`config.mk`:
```
export PLATFORM = sky130hd
export DESIGN_NAME = hazard_ctrl_flat
export DESIGN_NICKNAME = d
export VERILOG_FILES = /design/src/rtl/hazard_ctrl_if.sv /design/src/rtl/hazard_ctrl.sv /design/src/flat_wrapper.sv
export SDC_FILE = /design/constraint.sdc
export NUM_CORES = 1
export LEC_CHECK = 0
export ABC_AREA = 1
export CAP_MARGIN = 20
export CORE_UTILIZATION = 37
export DETAILED_ROUTE_END_ITERATION = 8
export PLACE_DENSITY = 0.6
export SETUP_SLACK_MARGIN = 0.4
export SYNTH_ARGS = -nofsm -noshare
export SYNTH_HDL_FRONTEND = slang
export SYNTH_SLANG_ARGS = --single-unit
```
`constraint.sdc`:
```
create_clock -name clk -period 2.1 [get_ports clk]
set_input_delay 0.42 -clock clk [delete_from_list [all_inputs] [get_ports clk]]
set_output_delay 0.42 -clock clk [all_outputs]
set_load 0.02 [all_outputs]
```
`src/rtl/hazard_ctrl_if.sv`:
```
// Pipeline <-> hazard sequencer bundle: ID/EX/MEM hazard inputs and stall/flush/status outputs.
// The master is the datapath; the slave is hazard_ctrl.
interface hazard_ctrl_if #(
  parameter int unsigned CNT_W = 32
);
  logic [4:0]       id_rs;
  logic [4:0]       id_rt;
  logic             id_uses_rs;
  logic             id_uses_rt;
  logic             id_is_branch;
  logic             id_branch_taken;
  logic             id_uses_hilo;
  logic             id_halt;
  logic             ex_mem_read;
  logic             ex_reg_write;
  logic [4:0]       ex_dest;
  logic             mem_mem_read;
  logic [4:0]       mem_dest;
  logic             ex_md_start;
  logic             pc_write;
  logic             if_id_stall;
  logic             if_id_flush;
  logic             id_ex_flush;
  logic             md_busy;
  logic             halted;
  logic [CNT_W-1:0] stall_cycles;

  modport master (
    output id_rs, id_rt, id_uses_rs, id_uses_rt, id_is_branch, id_branch_taken,
           id_uses_hilo, id_halt, ex_mem_read, ex_reg_write, ex_dest, mem_mem_read,
           mem_dest, ex_md_start,
    input  pc_write, if_id_stall, if_id_flush, id_ex_flush, md_busy, halted, stall_cycles
  );

  modport slave (
    input  id_rs, id_rt, id_uses_rs, id_uses_rt, id_is_branch, id_branch_taken,
           id_uses_hilo, id_halt, ex_mem_read, ex_reg_write, ex_dest, mem_mem_read,
           mem_dest, ex_md_start,
    output pc_write, if_id_stall, if_id_flush, id_ex_flush, md_busy, halted, stall_cycles
  );
endinterface

```
`src/rtl/hazard_ctrl.sv`:
```
// Pipeline sequencer for the 5-stage MIPS core: hazard stalls, branch flush, mult/div busy
// tracking, halt drain and a saturating stall-cycle counter.
module hazard_ctrl #(
  parameter int unsigned MD_LATENCY   = 4,
  parameter int unsigned DRAIN_CYCLES = 3,
  parameter int unsigned CNT_W        = 32
) (
  input logic          clk,
  input logic          reset,
  hazard_ctrl_if.slave bus
);

  localparam int unsigned MdW = $clog2(MD_LATENCY + 1);
  localparam int unsigned DrW = $clog2(DRAIN_CYCLES + 1);

  typedef enum logic [1:0] {StRun, StDrain, StHalted} state_e;

  state_e           r_state;
  logic [MdW-1:0]   r_md_cnt;
  logic [DrW-1:0]   r_drain_cnt;
  logic [CNT_W-1:0] r_stall_cycles;

  logic w_match_ex, w_match_mem;
  logic w_load_use, w_br_haz, w_md_busy, w_md_haz, w_stall;

  // Register 0 is hardwired, so a write to it can never create a dependency.
  assign w_match_ex  = (bus.ex_dest != 5'd0) &&
                       ((bus.id_uses_rs && (bus.ex_dest == bus.id_rs)) ||
                        (bus.id_uses_rt && (bus.ex_dest == bus.id_rt)));
  assign w_match_mem = (bus.mem_dest != 5'd0) &&
                       ((bus.id_uses_rs && (bus.mem_dest == bus.id_rs)) ||
                        (bus.id_uses_rt && (bus.mem_dest == bus.id_rt)));

  assign w_load_use = bus.ex_mem_read && w_match_ex;
  assign w_br_haz   = bus.id_is_branch &&
                      ((bus.ex_reg_write && w_match_ex) || (bus.mem_mem_read && w_match_mem));
  assign w_md_busy  = (r_md_cnt != '0);
  assign w_md_haz   = w_md_busy && bus.id_uses_hilo;
  assign w_stall    = w_load_use || w_br_haz || w_md_haz;

  assign bus.md_busy      = w_md_busy;
  assign bus.halted       = (r_state == StHalted);
  assign bus.stall_cycles = r_stall_cycles;

  always_comb begin
    bus.pc_write    = 1'b1;
    bus.if_id_stall = 1'b0;
    bus.if_id_flush = 1'b0;
    bus.id_ex_flush = 1'b0;
    unique case (r_state)
      StRun: begin
        // A taken branch under a stall is dropped: its operands are not yet valid.
        if (w_stall || bus.id_halt) begin
          bus.pc_write    = 1'b0;
          bus.if_id_stall = 1'b1;
          bus.id_ex_flush = 1'b1;
        end else if (bus.id_branch_taken) begin
          bus.if_id_flush = 1'b1;
        end
      end
      default: begin
        bus.pc_write    = 1'b0;
        bus.if_id_stall = 1'b1;
        bus.id_ex_flush = 1'b1;
      end
    endcase
  end

  always_ff @(posedge clk) begin
    if (reset) begin
      r_state        <= StRun;
      r_md_cnt       <= '0;
      r_drain_cnt    <= '0;
      r_stall_cycles <= '0;
    end else begin
      // A start pulse while the unit is still busy does not extend the window.
      if (bus.ex_md_start && !w_md_busy) begin
        r_md_cnt <= MdW'(MD_LATENCY);
      end else if (w_md_busy) begin
        r_md_cnt <= r_md_cnt - MdW'(1);
      end

      if ((r_state == StRun) && w_stall && (r_stall_cycles != '1)) begin
        r_stall_cycles <= r_stall_cycles + CNT_W'(1);
      end

      unique case (r_state)
        StRun: begin
          if (!w_stall && bus.id_halt) begin
            r_state     <= StDrain;
            r_drain_cnt <= DrW'(DRAIN_CYCLES);
          end
        end
        StDrain: begin
          if (r_drain_cnt != '0) begin
            r_drain_cnt <= r_drain_cnt - DrW'(1);
          end
          if (!w_md_busy && (r_drain_cnt <= DrW'(1))) begin
            r_state <= StHalted;
          end
        end
        default: r_state <= StHalted;
      endcase
    end
  end

endmodule

```
`src/flat_wrapper.sv`:
```
// flat-port wrapper written by rule: the top's interface ports become plain ports
module hazard_ctrl_flat 
#(
  parameter int unsigned MD_LATENCY   = 4,
  parameter int unsigned DRAIN_CYCLES = 3,
  parameter int unsigned CNT_W        = 32
)
  (clk, reset, bus_id_rs, bus_id_rt, bus_id_uses_rs, bus_id_uses_rt, bus_id_is_branch, bus_id_branch_taken, bus_id_uses_hilo, bus_id_halt, bus_ex_mem_read, bus_ex_reg_write, bus_ex_dest, bus_mem_mem_read, bus_mem_dest, bus_ex_md_start, bus_pc_write, bus_if_id_stall, bus_if_id_flush, bus_id_ex_flush, bus_md_busy, bus_halted, bus_stall_cycles);
  hazard_ctrl_if #(.CNT_W(CNT_W)) bus_i ();
  input logic clk;
  input logic reset;
  input wire logic [$bits(bus_i.id_rs)-1:0] bus_id_rs;
  input wire logic [$bits(bus_i.id_rt)-1:0] bus_id_rt;
  input wire logic [$bits(bus_i.id_uses_rs)-1:0] bus_id_uses_rs;
  input wire logic [$bits(bus_i.id_uses_rt)-1:0] bus_id_uses_rt;
  input wire logic [$bits(bus_i.id_is_branch)-1:0] bus_id_is_branch;
  input wire logic [$bits(bus_i.id_branch_taken)-1:0] bus_id_branch_taken;
  input wire logic [$bits(bus_i.id_uses_hilo)-1:0] bus_id_uses_hilo;
  input wire logic [$bits(bus_i.id_halt)-1:0] bus_id_halt;
  input wire logic [$bits(bus_i.ex_mem_read)-1:0] bus_ex_mem_read;
  input wire logic [$bits(bus_i.ex_reg_write)-1:0] bus_ex_reg_write;
  input wire logic [$bits(bus_i.ex_dest)-1:0] bus_ex_dest;
  input wire logic [$bits(bus_i.mem_mem_read)-1:0] bus_mem_mem_read;
  input wire logic [$bits(bus_i.mem_dest)-1:0] bus_mem_dest;
  input wire logic [$bits(bus_i.ex_md_start)-1:0] bus_ex_md_start;
  output wire logic [$bits(bus_i.pc_write)-1:0] bus_pc_write;
  output wire logic [$bits(bus_i.if_id_stall)-1:0] bus_if_id_stall;
  output wire logic [$bits(bus_i.if_id_flush)-1:0] bus_if_id_flush;
  output wire logic [$bits(bus_i.id_ex_flush)-1:0] bus_id_ex_flush;
  output wire logic [$bits(bus_i.md_busy)-1:0] bus_md_busy;
  output wire logic [$bits(bus_i.halted)-1:0] bus_halted;
  output wire logic [$bits(bus_i.stall_cycles)-1:0] bus_stall_cycles;
  assign bus_i.id_rs = bus_id_rs;
  assign bus_i.id_rt = bus_id_rt;
  assign bus_i.id_uses_rs = bus_id_uses_rs;
  assign bus_i.id_uses_rt = bus_id_uses_rt;
  assign bus_i.id_is_branch = bus_id_is_branch;
  assign bus_i.id_branch_taken = bus_id_branch_taken;
  assign bus_i.id_uses_hilo = bus_id_uses_hilo;
  assign bus_i.id_halt = bus_id_halt;
  assign bus_i.ex_mem_read = bus_ex_mem_read;
  assign bus_i.ex_reg_write = bus_ex_reg_write;
  assign bus_i.ex_dest = bus_ex_dest;
  assign bus_i.mem_mem_read = bus_mem_mem_read;
  assign bus_i.mem_dest = bus_mem_dest;
  assign bus_i.ex_md_start = bus_ex_md_start;
  assign bus_pc_write = bus_i.pc_write;
  assign bus_if_id_stall = bus_i.if_id_stall;
  assign bus_if_id_flush = bus_i.if_id_flush;
  assign bus_id_ex_flush = bus_i.id_ex_flush;
  assign bus_md_busy = bus_i.md_busy;
  assign bus_halted = bus_i.halted;
  assign bus_stall_cycles = bus_i.stall_cycles;
  hazard_ctrl #(.MD_LATENCY(MD_LATENCY), .DRAIN_CYCLES(DRAIN_CYCLES), .CNT_W(CNT_W)) u_core (.clk(clk), .reset(reset), .bus(bus_i));
endmodule
```
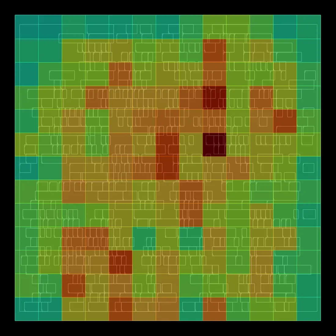
*Track usage over the die*
aggregate global-route resource usage: 0.218
Routed WL per cell: 12.7 um
fin util: 0.557
fraction of met2 tracks used by global routing: 0.331
GR met1 Demand/Resource: 0.321

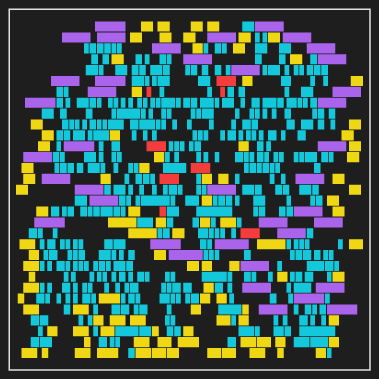
*Cell classes on the final placement*
Drawn at 4 px/um.
class	color	cells
clock drivers and dummy loads	red	8
flip-flops	purple	39
other buffers and delay cells	yellow	99
all other logic	cyan	423

==> notes.md <==
Physical implementation

Yosys attributes the largest share of cell area to dfxtp_1 (27%), nand2_1 (20%), nand3_1 (8.1%), nor2_1 (7.6%), inv_1 (7.0%). The number of standard cells reported by yosys is 477. From synthesis to final layout, the design area changed by 43.7%.

In this run the cell area measured after placement is 0.00382 sq mm. The data required time reported for the critical path is 1.68 ns. The number of hold buffers added after cts is 0. Per the detail_route report, vias per standard cell equal 4.84.

The die is 89.8 um tall. The number of optimization iterations in the first detailed-route pass is 4. The mux share of post-synthesis cell area is 0.

The area taken by multi-input combinational cells is reported as 0.00196 sq mm. In the final report, the number of endpoints failing setup comes to 0. The count of final max-slew check failures is 0. The mapped cell area is 0.00285 sq mm.

The routability-driven placement congestion ratio is 0.922. For the pin with the worst max-slew slack, the measured transition is 0.367 ns. At the end of the flow, the number of nets in the layout was 605.

Summed over all sequential cells, the power is 862 uW. Checking hold timing, the worst path is listed with class reg2reg. The worst setup path is captured at an output pin.

The worst-case clock buffer depth is 2. The layout stage reports a final design area of 0.00410 sq mm. The analysis attributes to net switching a power of 1050 uW. The net switching share of the total power is 0.400. The CTS tree is built.

Dividing total power by cell area gives a power density of 642 mW/mm^2. The count of unresolved DRC violations after routing is 0. The finished layout holds 668 standard cells, fillers aside. The register clock-pin slew on the reported worst setup and hold paths is 0.07 ns.

The fraction of synthesized cell area in xor and xnor cells is 0.0767. The async set-reset flop share out of synthesis is 0. The setup slack of the worst register-to-register path is 0.35 ns. Per the detail_route log, the uppermost layer with routed signals is met4. The logic gate share of total power is 0.483.

The standard-cell row count is 31. The endpoint of the worst register-to-register path is u_core.bus.stall_cycles[1]$_SDFFE_PP0P_. The TritonCTS sink count is 39.

The number of buffers created by CTS is 5. When the netlist entered floorplanning its net count stood at 514. By instance count, the leading cell after synthesis is nand2_1. The capturing instance or port of the critical path is bus_if_id_flush. The group that draws the most power in this run is combinational cells. The maximum number of pins on one net before global-route repair is 34. The number of global-route vias before repair is 2,979. The H-tree depth reported by CTS is 2. The fraction of layout instances using a drive strength above 1 is 0.241. The initial antenna violation count is 0. The count of synthesis-stage warnings from yosys is 0.

The repair_antennas step left the layout with diodes totalling 0. The total congestion overflow after global routing is 0. Per the timing report, the achievable frequency comes out to 0.519 GHz. The worst-case max-slew headroom was logged as 0.756. The endpoint of the worst hold path is reported as u_core.r_md_cnt[1]$_SDFFE_PP0N_. The estimated wirelength of the detail-placed design is 6530 um.

The launch instance of the worst register-to-register path is u_core.bus.stall_cycles[1]$_SDFFE_PP0P_. The static leakage is 0.00190 uW. The post-synthesis adder-cell area fraction is 0.0219. The top logic cell family in the synthesized netlist is simple AND/OR/NAND/NOR gates.

The flow ran to the end, and the final reports show no timing, DRC or antenna violations. The number of instances in the synthesized netlist is 477. The clock tree skew after final layout is 0.00934 ns. The first global-routing pass estimated 14,500 um of wire. The post-route worst setup slack is 0.174 ns.
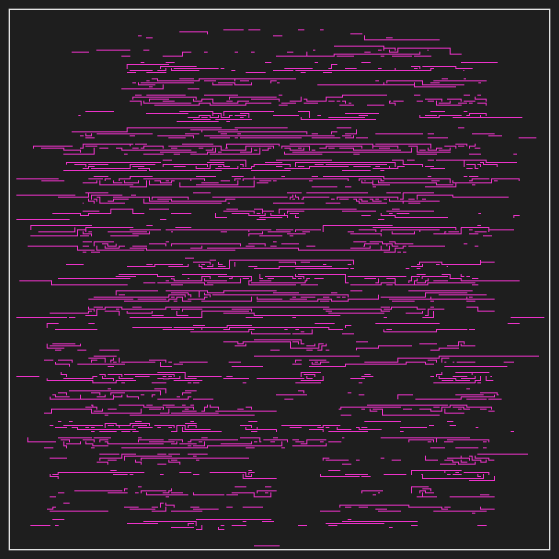
*The metal 1 layer*
Drawn at 6 px/um.
main direction	horizontal
longest straight run	27.1 um
wire length on this layer	4,170 um
share of all routed wire	49%
nets with wire on the layer	556

==> registers in the layout (all words and copies together), names as in the netlist <==
name	count
u_core.bus.stall_cycles	32
u_core.r_drain_cnt	2
u_core.r_md_cnt	3
u_core.r_state	2
==> worst max-delay path, cell delays in order <==
cell	delay [ns]
buf_8	0.11
inv_4	0.06
nand2_2	0.05
o21ai_1	0.08
nor2_1	0.07
nand3_1	0.08
nand2_1	0.07
nand2_2	0.09
nand3_4	0.08
nor3_4	0.13
inv_2	0.08
nor2_4	0.08
buf_6	0.11
==> final cells by class <==
type	instances	area share
multi-input cells	368	0.478
repair buffers	99	0.221
flip-flops and latches	39	0.195
inverters	55	0.0570
well taps	99	0.0302
clock buffers	7	0.0186
clock inverters	1	0.00122
No activity file was given, so power comes from the tool's default toggle rates.
